===== src/rtl/seq_signed_div_pkg.sv =====
// Shared constants and FSM state type for the sequential signed divider.
// The widths here are the defaults that the top-level module parameters start from.
package seq_signed_div_pkg;

   localparam int DW_DEF = 8;
   localparam int VW_DEF = 4;
   localparam int CNT_W  = $clog2(DW_DEF) + 1;

   typedef enum logic [1:0] {
      ST_IDLE = 2'd0,
      ST_CALC = 2'd1,
      ST_FIX  = 2'd2
   } state_e;

endpackage


===== src/rtl/seq_signed_div_sub.sv =====
// Ripple trial subtractor for the restoring divider, built from the dataflow full adder.
// The difference is x + ~y + 1, so borrow is the inverted carry out.
module fa_df (
   input  logic a_i,
   input  logic b_i,
   input  logic ci_i,
   output logic s_o,
   output logic co_o
);

   assign s_o  = a_i ^ b_i ^ ci_i;
   assign co_o = (a_i & b_i) | (ci_i & (a_i ^ b_i));

endmodule

module div_sub_stage #(
   parameter int W = 5
) (
   input  logic [W-1:0] x_i,
   input  logic [W-1:0] y_i,
   output logic [W-1:0] diff_o,
   output logic         borrow_o
);

   logic [W:0] carry;

   assign carry[0] = 1'b1;

   for (genvar i = 0; i < W; i++) begin : g_bit
      fa_df u_fa (
         .a_i  (x_i[i]),
         .b_i  (~y_i[i]),
         .ci_i (carry[i]),
         .s_o  (diff_o[i]),
         .co_o (carry[i+1])
      );
   end

   assign borrow_o = ~carry[W];

endmodule


===== src/rtl/seq_signed_div.sv =====
// Sequential signed divider: restoring division on magnitudes over DW cycles,
// followed by a one-cycle sign fix. Handshake: start is sampled only while IDLE, busy covers the whole operation, and done pulses for one cycle afterwards.
module seq_signed_div
   import seq_signed_div_pkg::*;
#(
   parameter int DW = DW_DEF,
   parameter int VW = VW_DEF
) (
   input  logic          clk,
   input  logic          rst,
   input  logic          start,
   input  logic [DW-1:0] a,
   input  logic [VW-1:0] b,
   output logic [DW-1:0] q,
   output logic [VW-1:0] r,
   output logic          busy,
   output logic          done,
   output logic          dbz,
   output logic          ovf,
   output state_e        dbg_state
);

   localparam logic [DW:0]      A_ONE    = {{DW{1'b0}}, 1'b1};
   localparam logic [VW:0]      B_ONE    = {{VW{1'b0}}, 1'b1};
   localparam logic [DW-1:0]    Q_ONE    = {{(DW-1){1'b0}}, 1'b1};
   localparam logic [VW-1:0]    R_ONE    = {{(VW-1){1'b0}}, 1'b1};
   localparam logic [CNT_W-1:0] CNT_ONE  = {{(CNT_W-1){1'b0}}, 1'b1};
   localparam logic [CNT_W-1:0] CNT_LAST = CNT_W'(DW - 1);

   state_e            state_q, state_d;
   logic [CNT_W-1:0]  cnt_q, cnt_d;
   logic [DW-1:0]     dvd_q, dvd_d;
   logic [DW-1:0]     quo_q, quo_d;
   logic [VW-1:0]     rem_q, rem_d;
   logic [VW:0]       bmag_q, bmag_d;
   logic              asign_q, asign_d;
   logic              qsign_q, qsign_d;
   logic [DW-1:0]     q_q, q_d;
   logic [VW-1:0]     r_q, r_d;
   logic              done_q, done_d;
   logic              dbz_q, dbz_d;
   logic              ovf_q, ovf_d;

   logic [DW:0]       a_ext, amag;
   logic [VW:0]       b_ext, bmag;
   logic [VW:0]       shifted, diff;
   logic              borrow;
   logic              diff_msb_unused;
   logic [DW-1:0]     q_fix;
   logic [VW-1:0]     r_fix;

   // 128 and 8 need one extra bit as magnitudes, hence the sign-extended negation.
   assign a_ext = {a[DW-1], a};
   assign amag  = a[DW-1] ? (~a_ext + A_ONE) : a_ext;
   assign b_ext = {b[VW-1], b};
   assign bmag  = b[VW-1] ? (~b_ext + B_ONE) : b_ext;

   assign shifted = {rem_q, dvd_q[DW-1]};

   div_sub_stage #(
      .W (VW + 1)
   ) u_sub (
      .x_i      (shifted),
      .y_i      (bmag_q),
      .diff_o   (diff),
      .borrow_o (borrow)
   );

   // A successful trial subtract leaves a value below |b|, so the top difference bit carries nothing.
   assign diff_msb_unused = diff[VW];

   assign q_fix = qsign_q ? (~quo_q + Q_ONE) : quo_q;
   assign r_fix = asign_q ? (~rem_q + R_ONE) : rem_q;

   always_comb begin
      state_d = state_q;
      cnt_d   = cnt_q;
      dvd_d   = dvd_q;
      quo_d   = quo_q;
      rem_d   = rem_q;
      bmag_d  = bmag_q;
      asign_d = asign_q;
      qsign_d = qsign_q;
      q_d     = q_q;
      r_d     = r_q;
      dbz_d   = dbz_q;
      ovf_d   = ovf_q;
      done_d  = 1'b0;

      case (state_q)
         ST_IDLE: begin
            if (start) begin
               state_d = ST_CALC;
               cnt_d   = '0;
               dvd_d   = amag[DW-1:0];
               rem_d   = {{(VW-1){1'b0}}, amag[DW]};
               quo_d   = '0;
               bmag_d  = bmag;
               asign_d = a[DW-1];
               qsign_d = a[DW-1] ^ b[VW-1];
            end
         end
         ST_CALC: begin
            dvd_d = {dvd_q[DW-2:0], 1'b0};
            quo_d = {quo_q[DW-2:0], ~borrow};
            rem_d = borrow ? shifted[VW-1:0] : diff[VW-1:0];
            cnt_d = cnt_q + CNT_ONE;
            if (cnt_q == CNT_LAST) begin
               state_d = ST_FIX;
            end
         end
         ST_FIX: begin
            state_d = ST_IDLE;
            done_d  = 1'b1;
            if (bmag_q == '0) begin
               q_d   = '0;
               r_d   = '0;
               dbz_d = 1'b1;
               ovf_d = 1'b0;
            end else begin
               // A positive quotient with its MSB set cannot be represented.
               q_d   = q_fix;
               r_d   = r_fix;
               dbz_d = 1'b0;
               ovf_d = ~qsign_q & quo_q[DW-1];
            end
         end
         default: begin
            state_d = ST_IDLE;
         end
      endcase
   end

   always_ff @(posedge clk) begin
      if (rst) begin
         state_q <= ST_IDLE;
         cnt_q   <= '0;
         dvd_q   <= '0;
         quo_q   <= '0;
         rem_q   <= '0;
         bmag_q  <= '0;
         asign_q <= 1'b0;
         qsign_q <= 1'b0;
         q_q     <= '0;
         r_q     <= '0;
         done_q  <= 1'b0;
         dbz_q   <= 1'b0;
         ovf_q   <= 1'b0;
      end else begin
         state_q <= state_d;
         cnt_q   <= cnt_d;
         dvd_q   <= dvd_d;
         quo_q   <= quo_d;
         rem_q   <= rem_d;
         bmag_q  <= bmag_d;
         asign_q <= asign_d;
         qsign_q <= qsign_d;
         q_q     <= q_d;
         r_q     <= r_d;
         done_q  <= done_d;
         dbz_q   <= dbz_d;
         ovf_q   <= ovf_d;
      end
   end

   assign q         = q_q;
   assign r         = r_q;
   assign busy      = (state_q != ST_IDLE);
   assign done      = done_q;
   assign dbz       = dbz_q;
   assign ovf       = ovf_q;
   assign dbg_state = state_q;

endmodule


===== config.mk =====
export PLATFORM = sky130hd
export DESIGN_NAME = seq_signed_div
export DESIGN_NICKNAME = d
export VERILOG_FILES = /design/src/rtl/seq_signed_div_pkg.sv /design/src/rtl/seq_signed_div_sub.sv /design/src/rtl/seq_signed_div.sv
export SDC_FILE = /design/constraint.sdc
export NUM_CORES = 1
export LEC_CHECK = 0
export CAP_MARGIN = 40
export CORE_ASPECT_RATIO = 0.8
export CORE_UTILIZATION = 48
export DETAILED_ROUTE_END_ITERATION = 16
export PLACE_DENSITY = 0.75
export SLEW_MARGIN = 5
export SYNTH_ARGS = -nofsm -noshare
export SYNTH_HDL_FRONTEND = slang
export SYNTH_SLANG_ARGS = --single-unit

===== constraint.sdc =====
create_clock -name clk -period 2.3 [get_ports clk]
set_clock_uncertainty 0.05 [all_clocks]
set_input_delay 0.23 -clock clk [delete_from_list [all_inputs] [get_ports clk]]
set_output_delay 0.23 -clock clk [all_outputs]
set_load 0.02 [all_outputs]

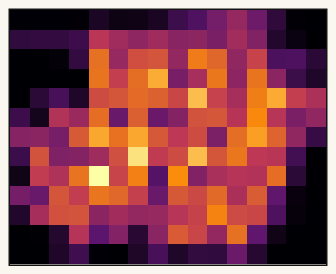
(wiring heat map)
16 x 13 tiles, from black (low) to pale yellow (high), scaled to the fullest tile. Values are wire area over tile area, all layers added.
mean over tiles: 0.15
fullest tile: 0.42
densest ninth of the die: middle
emptiest ninth of the die: top left
nearly empty tiles: 15%

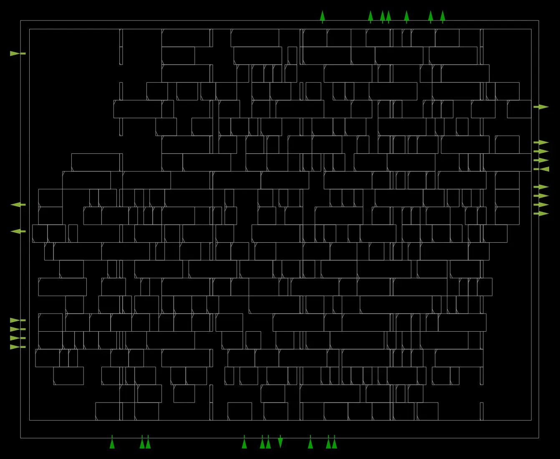
(placement view)
Cell Count, Final, Fillers Out: 356
core area: 4600 µm²
fillers: 394
Well Taps: 60

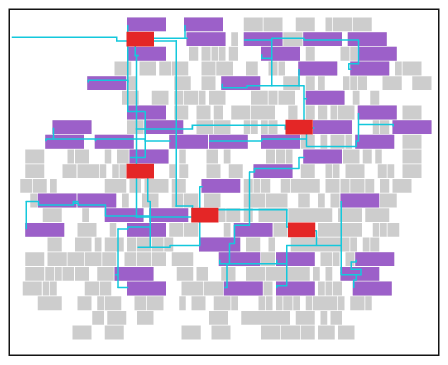
(clock network drawn from the DEF)
[clock wires] cyan | length: 549 µm
[clock-net drivers] red | count: 5
[flip-flops] purple | count: 48
routed clock nets: 6

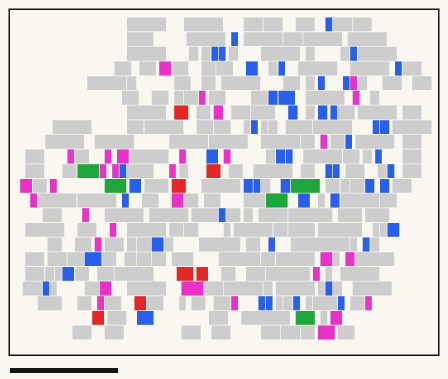
(gate-type map)
The bar under the picture is 20 µm long.
[nor cells] magenta | cells: 31
[nand cells] blue | cells: 50
[and/or cells] red | cells: 7
[mux cells] green | cells: 5
logic share of the area: 43.4%
most used logic cell in the final layout: dfxtp_1

==> run summary <==
yosys + openroad results -> failing checks=setup timing, Yosys cell types=43, bufs w/o clock=42, R2R Setup Slk=-0.02 ns, Critical Path RT=around 2.4 ns, Top cell by count, worst path=inv_2, relative slew slack=53.6%, row cnt=22, CTS tree=done, Tool Warnings=27, Critical Path End=rem_q[3], count leader, synth=dfxtp_1, clock sinks=about 48, MUX area fraction=2.40%, Post-Synth XOR/XNOR Area=5.34%, crit share post-route=101%, final hold violation count=0, DIE AREA=between 5000 and 6000 µm², area grow syn2layout=23.8%, delay-heaviest family, CP=adder cells, Clock buf/inv share=3.92%, hold_ws=between 0.4 and 0.5 ns, Worst path slowest cell=dfxtp_2, H-tree Lvls=2, antenna violations before repair=0, main flop type=dfxtp_1, Final Setup Violations=1, PwrDens=631 nW/µm², ao+oa area frac=19.3%, TNS Setup=-0.0168 ns, Area-dominant class=multi-input combinational cells, Cell Area, Placed=roughly 2700 µm², net count after synthesis=286, Seq/Total Area, Yosys=41.8%, clock share of power=33.8%, Init Core Util=50.0%, Logic inverters=16, cell count in the Yosys report=roughly 260, outcome=finished with violations, Synth Instances=~260, FF-to-FF End=rem_q[3], Routed WL=4.80 mm, CP max FO=4, Crit path depth=12, final setup margin=-0.0168 ns, R2R depth=12
Power is estimated from default activity; no workload was simulated.
